--- src/rtl/mmu_walk_arbiter_pkg.sv ---
// Shared definitions for the page-table walk arbiter: FSM encodings and the
// forced-fault word returned to a walker when the bus hangs.
package mmu_walk_arbiter_pkg;

  typedef logic [31:0] word_t;

  localparam logic [1:0] S_IDLE  = 2'd0;
  localparam logic [1:0] S_BUSY  = 2'd1;
  localparam logic [1:0] S_DRAIN = 2'd2;

  localparam int PRESENT_BIT = 0;

  // A zero entry with the present bit explicitly clear makes the MMU raise a page fault.
  function automatic word_t fault_word();
    word_t w;
    w = '0;
    w[PRESENT_BIT] = 1'b0;
    return w;
  endfunction

endpackage

--- src/rtl/rr_arb2.sv ---
// Two-way round-robin picker: on contention the port that was not served last wins.
module rr_arb2 (
  input  logic [1:0] req_i,
  input  logic       last_i,
  output logic       grant_o,
  output logic       valid_o
);

  always_comb begin
    valid_o = |req_i;
    if (&req_i) begin
      grant_o = ~last_i;
    end else begin
      grant_o = req_i[1];
    end
  end

endmodule

--- src/rtl/mmu_walk_arbiter.sv ---
// Shares one page-table fetch port between the instruction and data MMU walkers,
// holding the grant for a whole walk and forcing a fault completion on bus hang.
module mmu_walk_arbiter
  import mmu_walk_arbiter_pkg::*;
#(
  parameter int TIMEOUT  = 255,
  parameter int CNT_BITS = 8
) (
  input  logic        clk,
  input  logic        rst,
  input  logic        suspend,
  input  logic        ren0,
  input  logic [31:0] addr0,
  output logic        ack0,
  output logic [31:0] data0,
  input  logic        ren1,
  input  logic [31:0] addr1,
  output logic        ack1,
  output logic [31:0] data1,
  output logic        ren,
  output logic [31:0] addr,
  input  logic        ack,
  input  logic [31:0] data,
  output logic        timeout,
  output logic        busy
);

  localparam logic [CNT_BITS-1:0] WD_LAST = CNT_BITS'(TIMEOUT - 1);

  logic [1:0]          state_q, state_d;
  logic                grant_q, grant_d;
  logic                last_q, last_d;
  logic [CNT_BITS-1:0] wd_q, wd_d;
  logic                fire_q, fire_d;

  logic        kill;
  logic        ren_g;
  logic [31:0] addr_g;
  logic        pick_grant;
  logic        pick_valid;
  logic        ack_g;
  logic [31:0] data_g;

  assign kill   = rst | suspend;
  assign ren_g  = grant_q ? ren1 : ren0;
  assign addr_g = grant_q ? addr1 : addr0;

  rr_arb2 u_rr (
    .req_i   ({ren1, ren0}),
    .last_i  (last_q),
    .grant_o (pick_grant),
    .valid_o (pick_valid)
  );

  always_comb begin
    state_d = state_q;
    grant_d = grant_q;
    last_d  = last_q;
    wd_d    = wd_q;
    fire_d  = 1'b0;
    case (state_q)
      S_IDLE: begin
        wd_d = '0;
        if (pick_valid) begin
          grant_d = pick_grant;
          state_d = S_BUSY;
        end
      end
      S_BUSY: begin
        if (fire_q) begin
          wd_d    = '0;
          state_d = S_DRAIN;
        end else if (!ren_g) begin
          wd_d    = '0;
          last_d  = grant_q;
          state_d = S_IDLE;
        end else if (ack) begin
          wd_d = '0;
        end else if (wd_q == WD_LAST) begin
          // Terminal count: the forced completion is presented on the next cycle.
          wd_d   = '0;
          fire_d = 1'b1;
        end else begin
          wd_d = wd_q + 1'b1;
        end
      end
      S_DRAIN: begin
        if (!ren_g) begin
          last_d  = grant_q;
          state_d = S_IDLE;
        end
      end
      default: state_d = S_IDLE;
    endcase
    if (kill) begin
      state_d = S_IDLE;
      grant_d = 1'b0;
      last_d  = 1'b1;
      wd_d    = '0;
      fire_d  = 1'b0;
    end
  end

  always_ff @(posedge clk) begin
    if (rst) begin
      state_q <= S_IDLE;
      grant_q <= 1'b0;
      last_q  <= 1'b1;
      wd_q    <= '0;
      fire_q  <= 1'b0;
    end else begin
      state_q <= state_d;
      grant_q <= grant_d;
      last_q  <= last_d;
      wd_q    <= wd_d;
      fire_q  <= fire_d;
    end
  end

  always_comb begin
    ren     = 1'b0;
    addr    = '0;
    ack_g   = 1'b0;
    data_g  = '0;
    timeout = 1'b0;
    if (!kill && state_q == S_BUSY) begin
      if (fire_q) begin
        ack_g   = 1'b1;
        data_g  = fault_word();
        timeout = 1'b1;
      end else begin
        ren    = ren_g;
        addr   = addr_g;
        ack_g  = ack & ren_g;
        data_g = data;
      end
    end
  end

  assign ack0  = ack_g & ~grant_q;
  assign ack1  = ack_g & grant_q;
  assign data0 = grant_q ? '0 : data_g;
  assign data1 = grant_q ? data_g : '0;
  assign busy  = (state_q == S_BUSY) || (state_q == S_DRAIN);

endmodule

--- config.mk ---
export PLATFORM = sky130hd
export DESIGN_NAME = mmu_walk_arbiter
export DESIGN_NICKNAME = d
export VERILOG_FILES = /design/src/rtl/mmu_walk_arbiter_pkg.sv /design/src/rtl/rr_arb2.sv /design/src/rtl/mmu_walk_arbiter.sv
export SDC_FILE = /design/constraint.sdc
export NUM_CORES = 1
export LEC_CHECK = 0
export ABC_AREA = 1
export CORE_UTILIZATION = 28
export CTS_CLUSTER_DIAMETER = 100
export CTS_CLUSTER_SIZE = 20
export DETAILED_ROUTE_END_ITERATION = 6
export PLACE_DENSITY = 0.9
export SYNTH_ARGS = -nofsm -noshare
export SYNTH_HDL_FRONTEND = slang
export SYNTH_SLANG_ARGS = --single-unit
export TNS_END_PERCENT = 5
--- constraint.sdc ---
create_clock -name clk -period 2.3 [get_ports clk]
set_clock_uncertainty 0.1 [all_clocks]
set_input_delay 0.46 -clock clk [delete_from_list [all_inputs] [get_ports clk]]
set_output_delay 0.46 -clock clk [all_outputs]
set_load 0.02 [all_outputs]
### Met1 routing

Supply wires on this layer in gray.
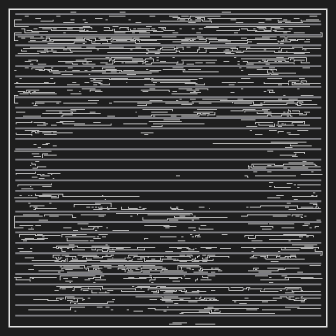
528 nets have wire on it. The layer holds 38% of the routed length. The layer carries 3390 um of wire. The longest straight run is 34.5 um. The wires run mostly horizontal.

### The metal 2 layer

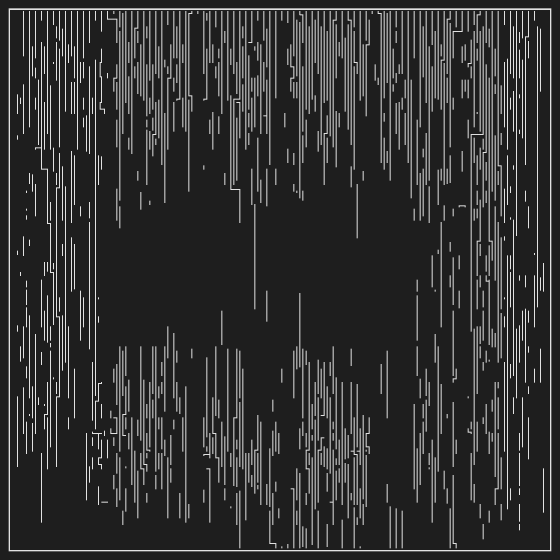
The layer carries 4370 um of wire. The longest straight run is 51.3 um.
final WL: 8880 um
grt met2 use: 41.39%
vias: 2926

### Metal 3

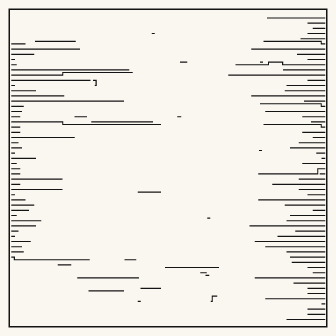
The layer holds 11% of the routed length. 114 nets have wire on it. The longest straight run is 30.6 um. The layer carries 991 um of wire. The wires run mostly horizontal.
GRT met3 Usage: 8.571%

==> cells in the mapped netlist <==
cell	count	area share [%]
nand4_1	2	0.69
nor2_4	1	0.62
clkbuf_1	10	2.1
nand2_1	91	19
nor2_2	3	1.0
a21oi_1	17	4.7
nor4_2	1	0.69
buf_4	1	0.41
inv_1	48	9.9
nand2_2	2	0.69
xnor2_1	2	0.96
a31oi_1	1	0.34
nand3_2	1	0.55
nor2_1	18	3.7
inv_2	1	0.21
buf_6	2	1.2
o211ai_1	1	0.41
nand3_1	9	2.5
buf_1	5	1.0
buf_2	6	1.6
nor3_1	64	18
o21ai_0	5	1.4
ha_1	6	4.1
dfxtp_1	13	14
a21oi_2	20	9.6
xor2_1	2	0.96
==> final cells by class <==
class	count	area (um^2)	share of cell area (%)
timing repair buffer	220	1812	48.95
sequential	13	261.5	7.066
multi-input combinational	246	1301	35.16
clock inverter	1	5.005	0.1352
inverter	49	183.9	4.970
clock buffer	3	41.29	1.116
tap	77	96.34	2.603
==> worst max-delay path: cells and delay by family <==
family          cells  cell delay (ns)
compound gates      1             0.14
simple gates        4             0.42
buf+inv             3             0.74
==> worst min-delay path by stage <==
stage          cells past startpoint  endpoint    from
2_1_floorplan                      2    last_q  last_q
3_3_place_gp                       2    last_q  last_q
3_5_place_dp                       2    last_q  last_q
4_1_cts                            2    last_q  last_q
5_1_grt                            2    last_q  last_q
6_report                           2    last_q  last_q
==> state kept, by name, indices dropped and copies added (netlist names) <==
name / cells
grant_q: 1
fire_q: 1
wd_q: 8
state_q: 2
last_q: 1
==> where the power goes <==
part	leakage (nW)	switching, mW	internal (mW)
Clock	0.0255	0.0975	0.120
Combinational	1.66	0.166	0.216
Sequential	0.105	0.00217	0.228
==> results_dict.tcl <==
# flow metrics
set metrics [dict create \
    ys.flops 13 \
    fin_area_um2 3701 \
    yosysUniqueCellTypes 26 \
    cts_max_path_buffers 2 \
    maxSlewViolCount 0 \
    aoi_share_pct 16.41 \
    grt_pass1_vias 2573 \
    crit_path_frequent_cell "nand2_2" \
    worst_slack_ns -0.02683 \
    lay_top_count "clkdlybuf4s50_1" \
    yosys_warnings 0 \
    finalNetCount 641 \
    via_per_inst 4.805 \
    portBuffers 202 \
    worst_pin_slew_ns 0.3106 \
    ys_sh_adder_pct 4.121 \
    regToRegSetupSlack_ns 0.64 \
    grt.busiest_layer "met2" \
    placedCellCount 602 \
    initCoreUtil_pct 28.85 \
    netlist_area_um2 1822 \
    wl_met3_um 990 \
    synthCells 332 \
    ff2ff_path_depth 9 \
    status "finished, violations left" \
    ys_sh_simple_pct 46.77 \
    layout-drive-gt1-share_pct 29.14 \
    ys_cells 332 \
    cp-end-kind "output pin" \
    fp.coreArea_um2 6314 \
    postPlaceCellArea_um2 3983 \
    arrival_ns 1.77 \
    wl_per_cell_um 14.58 \
    clock-sinks 13 \
    drtPass1Iterations 4 \
    cp_cell_sequence "clkdlybuf4s50_1 -> inv_1 -> nand2_2 -> nand2_2 -> o21ai_0 -> nand3_1 -> nor2_1 -> buf_4" \
    wl_met1_um 3390 \
    fp.dieW_um 82.66 \
    place.gp.congestion 0.8620 \
    antenna_found_initial 0 \
    fin_total_pwr_mw 0.8297 \
    drtIter0Drc 111 \
    cts.reportedPaths.clkPinSlew_ns 0.06 \
    critPathKind "in2out" \
    violations "setup timing" \
    setup_violations 2 \
    crit_required_ns 1.74 \
    n_fill_cell 628 \
]
Power and IR drop assume default switching activity.
